==> run_1/met1.png <==
Scale: 8 px per µm. Supply wires on this layer in gray. Cells faint in the background.
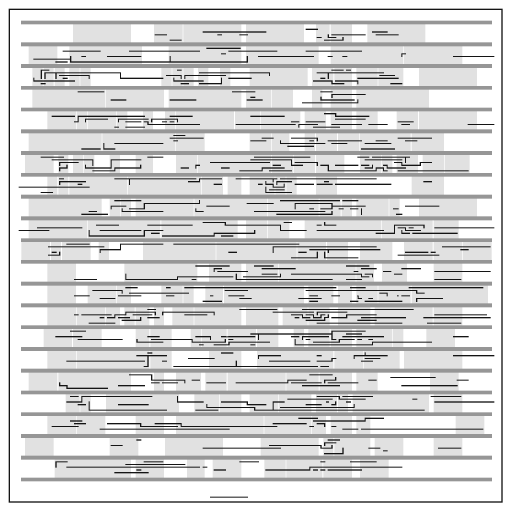
==> run_1/density.png <==
Scale: 6 px per µm. 6 x 6 tiles, from dark blue (low) to red (high), 0 to 100% covered.
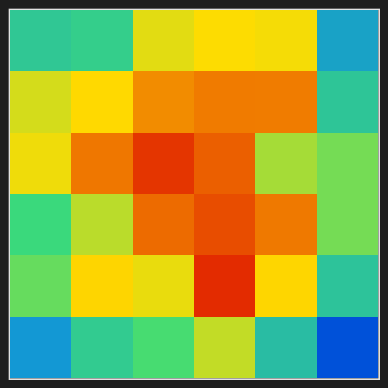
==> run_1/port_nets.png <==
Scale: 4 px per µm.
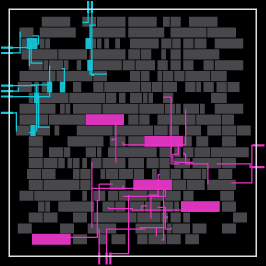
==> run_1/final_placement.png <==
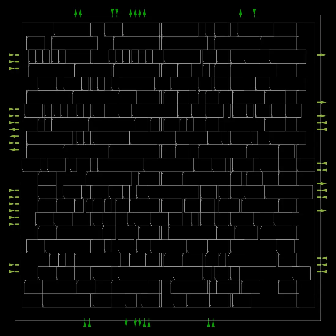
File: src/rtl/rom_pkg.sv
// Shared definitions for the two-requester ROM read arbiter.
// Latency: n/a (types and constants only).
// Backpressure: n/a.
package rom_pkg;

  localparam int ADR_W = 5;
  localparam int N_REQ = 2;

  localparam logic [ADR_W-1:0] ADR_ONE = ADR_W'(1);

  typedef enum logic [1:0] {
    IDLE   = 2'd0,
    READ   = 2'd1,
    FINISH = 2'd2
  } state_t;

endpackage

File: src/rtl/rr_arb2.sv
// Two-way grant decision: a lone requester wins, a tie goes to the rr pointer.
// Latency: combinational.
// Backpressure: none; the caller only samples winner when it can grant.
module rr_arb2
  import rom_pkg::*;
(
  input  logic [N_REQ-1:0] req,
  input  logic             rr,
  output logic [N_REQ-1:0] winner
);

  // One-hot winner; all-zero when nobody is requesting.
  always_comb begin
    winner = '0;
    case (req)
      2'b01:   winner = 2'b01;
      2'b10:   winner = 2'b10;
      2'b11:   winner = rr ? 2'b10 : 2'b01;
      default: winner = '0;
    endcase
  end

endmodule

File: src/rtl/rom_read_arb.sv
// Arbitrates two requesters for a ROM and streams each winner's address segment.
// Latency: grant one enabled edge after req, then one word per enabled edge, done after the last word.
// Backpressure: enable stalls every state change; dropping req mid-segment aborts the transfer.
module rom_read_arb
  import rom_pkg::*;
#(
  parameter int DATA_W = 8
) (
  input  logic              CLK,
  input  logic              reset_n,
  input  logic              enable,
  input  logic [N_REQ-1:0]  req,
  input  logic [ADR_W-1:0]  start_adr0,
  input  logic [ADR_W-1:0]  start_adr1,
  input  logic [ADR_W-1:0]  adr_limit0,
  input  logic [ADR_W-1:0]  adr_limit1,
  input  logic [DATA_W-1:0] ROM_data,
  output logic [ADR_W-1:0]  ROM_adr,
  output logic [DATA_W-1:0] data_out,
  output logic              data_valid,
  output logic [N_REQ-1:0]  grant,
  output logic [N_REQ-1:0]  done
);

  state_t           state;
  state_t           state_nxt;
  logic             rr;
  logic [ADR_W-1:0] limit;
  logic [N_REQ-1:0] winner;

  logic load;
  logic rd;
  logic inc;
  logic fin;
  logic abort;

  rr_arb2 u_arb (
    .req    (req),
    .rr     (rr),
    .winner (winner)
  );

  // Next-state and per-edge actions; nothing happens on disabled edges.
  always_comb begin
    state_nxt = state;
    load      = 1'b0;
    rd        = 1'b0;
    inc       = 1'b0;
    fin       = 1'b0;
    abort     = 1'b0;
    if (enable) begin
      case (state)
        IDLE: begin
          if (req != '0) begin
            load      = 1'b1;
            state_nxt = READ;
          end
        end
        READ: begin
          // Owner withdrawing its request ends the segment silently.
          if ((req & grant) == '0) begin
            abort     = 1'b1;
            state_nxt = IDLE;
          end else begin
            rd = 1'b1;
            if (ROM_adr == limit) begin
              state_nxt = FINISH;
            end else begin
              inc = 1'b1;
            end
          end
        end
        FINISH: begin
          fin       = 1'b1;
          state_nxt = IDLE;
        end
        default: state_nxt = IDLE;
      endcase
    end
  end

  // FSM state register.
  always_ff @(posedge CLK or negedge reset_n) begin
    if (!reset_n) begin
      state <= IDLE;
    end else begin
      state <= state_nxt;
    end
  end

  // Address counter, captured segment bounds, data capture, strobes and rr pointer.
  always_ff @(posedge CLK or negedge reset_n) begin
    if (!reset_n) begin
      ROM_adr    <= '0;
      limit      <= '0;
      data_out   <= '0;
      data_valid <= 1'b0;
      grant      <= '0;
      done       <= '0;
      rr         <= 1'b0;
    end else begin
      data_valid <= rd;
      done       <= fin ? grant : '0;
      if (load) begin
        ROM_adr <= winner[1] ? start_adr1 : start_adr0;
        limit   <= winner[1] ? adr_limit1 : adr_limit0;
        grant   <= winner;
      end
      if (rd) begin
        data_out <= ROM_data;
      end
      if (inc) begin
        ROM_adr <= ROM_adr + ADR_ONE;
      end
      if (abort || fin) begin
        grant <= '0;
      end
      // After serving requester 0, requester 1 gets the next tie, and vice versa.
      if (fin) begin
        rr <= grant[0];
      end
    end
  end

endmodule

File: config.mk
export PLATFORM = sky130hd
export DESIGN_NAME = rom_read_arb
export DESIGN_NICKNAME = d
export VERILOG_FILES = /design/src/rtl/rom_pkg.sv /design/src/rtl/rr_arb2.sv /design/src/rtl/rom_read_arb.sv
export SDC_FILE = /design/constraint.sdc
export NUM_CORES = 1
export LEC_CHECK = 0
export CAP_MARGIN = 10
export CORE_UTILIZATION = 39
export CTS_CLUSTER_SIZE = 25
export DETAILED_ROUTE_END_ITERATION = 8
export PLACE_DENSITY_LB_ADDON = 0.05
export RECOVER_POWER = 25
export SLEW_MARGIN = 30
export SYNTH_ARGS = -nofsm -noshare
export SYNTH_HDL_FRONTEND = slang
export SYNTH_SLANG_ARGS = --single-unit
File: constraint.sdc
create_clock -name CLK -period 1.4 [get_ports CLK]
set_input_delay 0.42 -clock CLK [delete_from_list [all_inputs] [get_ports CLK]]
set_output_delay 0.42 -clock CLK [all_outputs]
set_load 0.05 [all_outputs]
==> results_dict.tcl, run 1 <==
# implementation run metrics
set metrics [dict create \
    gr-usage-met1_pct 26.4 \
    top_cell_area_share_pct 47.3 \
    end_kind "flip-flop" \
    p_seq_w 0.00140 \
    crit_family "AND-OR/OR-AND gates" \
    violations "negative setup slack" \
    status "finished with violations" \
    grt_pass1_vias 1332 \
    grt_antenna_before_repair 0 \
    drc 0 \
    cp.buffers_inverters 1 \
    rsz0062_at_grt "true" \
    place_congestion 0.790 \
    holdWs_ns 0.543 \
    overflow 0 \
    pre_cts_ws_ns -0.579 \
    worst_slack_ns -0.153 \
    cp_max_fo 7 \
    p_switching_w 0.00235 \
    min_period_ns 1.55 \
    core_area_um2 3360 \
    final-comb-area_um2 714 \
    whs_path_depth 2 \
    slew_violations 0 \
    finalSetupViolCount 14 \
    postSynthAreaPerCell_um2 10.5 \
    cp.required_ns 1.62 \
    grt_pass1_wl_um 5820 \
    top_cell "nand2_1" \
    clock.fmax_mhz 644 \
    ys.flop_type "dfrtp_1" \
    detail_route.wirelength_um 3740 \
    power.share.sequential_pct 24.6 \
    r2r-end "ROM_adr[4]" \
    regToRegSetupSlack_ns -0.15 \
    fin_setup_tns_ns -1.18 \
    clk_pin_slew_ns 0.15 \
    slowest_stage "dfrtp_2" \
    post_drt_wl_per_cell_um 14.0 \
]
-- met1.png (at the start) --
- wire length on this layer: 1600 µm
- share of all routed wire: 43%
- longest straight run: 22.1 µm
- main direction: horizontal

-- density.png (at the start) --
- emptiest ninth of the die: lower right
- densest ninth of the die: center
- fullest tile: 95%
post-route core utilization: 75.4%
Core Util at FP: 40.9%

-- port_nets.png (at the start) --
- cyan: `ROM_data` (bits 8; direction input; end cells 8; buffers 8; wire 127 µm)
- magenta: `ROM_adr` (bits 5; direction output; end cells 5; buffers 10; wire 296 µm)
I/O pin cnt: 51
port buffer count: 50

-- final_placement.png (at the start) --
Tapcell Cnt: 46
final non-filler cell total: 267
seq_cells: 26
row count: 21
flop share of the area: 26.0%

--- run 2 (diff from run 1) ---
--- a/config.mk
+++ b/config.mk
@@ -11,6 +11,7 @@
 export DETAILED_ROUTE_END_ITERATION = 8
 export PLACE_DENSITY_LB_ADDON = 0.05
 export RECOVER_POWER = 25
+export SKIP_CTS_REPAIR_TIMING = 1
 export SLEW_MARGIN = 30
 export SYNTH_ARGS = -nofsm -noshare
 export SYNTH_HDL_FRONTEND = slang
==> constraint.sdc (replaced) <==
create_clock -name CLK -period 1.4 [get_ports CLK]
set_input_delay 0.42 -clock CLK [delete_from_list [all_inputs] [get_ports CLK]]
set_output_delay 0.42 -clock CLK [all_outputs]
set_load 0.1 [all_outputs]
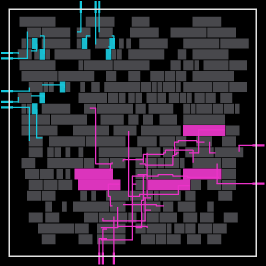
(run_2/port_nets.png)
Scale: 4 px per µm.
- cyan: `ROM_data` (bits 8; direction input; end cells 8; buffers 8; wire 87.0 µm)
- magenta: `ROM_adr` (bits 5; direction output; end cells 5; buffers 10; wire 297 µm)

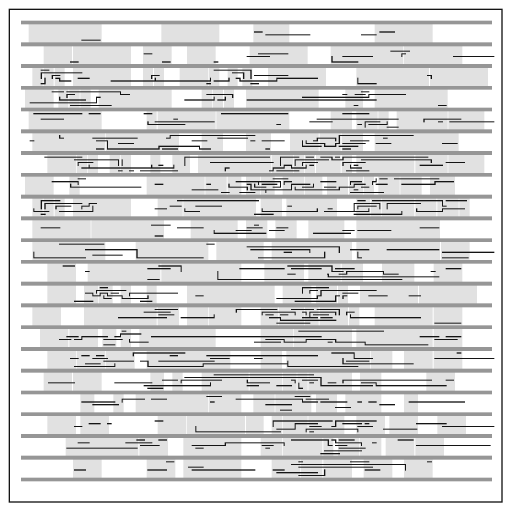
(run_2/met1.png)
Scale: 8 px per µm. Supply wires on this layer in gray. Cells faint in the background.
- share of all routed wire: 43%
- main direction: horizontal
- longest straight run: 23.0 µm
- nets with wire on the layer: 202
- wire length on this layer: 1440 µm
final wirelength: 3330 µm
met1 Resource Use GR: 23.8%
vias post-DR: 1224

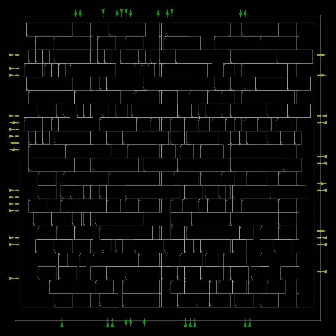
(run_2/final_placement.png)
post-route core utilization: 73.1%
flop share of the area: 27.3%

==> run 2 against run 1 <==
  * The run still ends with negative setup slack left
  * Sequential share of layout area increased by 1.3 points
  * Worst hold slack got worse by 0.0031 ns
  * Synthesized cell count unchanged
  * Wire length decreased by 11%
  * Final cell count decreased by 4.9%
  * Clock power shrank 4.5%
  * Combinational power is 16% higher
  * First-iteration DRC count down 25%
==> results_dict.tcl, run 2 <==
# implementation run metrics
set metrics [dict create \
    fin_cells 254 \
    crit_family "AND-OR/OR-AND gates" \
    holdWs_ns 0.540 \
    overflow 0 \
    slew_violations 0 \
    rows 21 \
    postSynthAreaPerCell_um2 10.5 \
    p_seq_w 0.00144 \
    regToRegSetupSlack_ns -0.19 \
    p_switching_w 0.00308 \
    grt_pass1_vias 1143 \
    grt_antenna_before_repair 0 \
    tap_cells 46 \
    r2r-end "ROM_adr[2]" \
    final-comb-area_um2 713 \
    place_congestion 0.838 \
    fin_setup_tns_ns -1.77 \
    violations "negative setup slack" \
    grt_pass1_wl_um 4890 \
    finalSetupViolCount 13 \
    worst_slack_ns -0.195 \
    cp_max_fo 5 \
    ff_count 26 \
    status "finished with violations" \
    min_period_ns 1.59 \
    clock.fmax_mhz 627 \
    pin_count 51 \
    post_drt_wl_per_cell_um 13.1 \
]
Power is estimated from default activity; no workload was simulated.
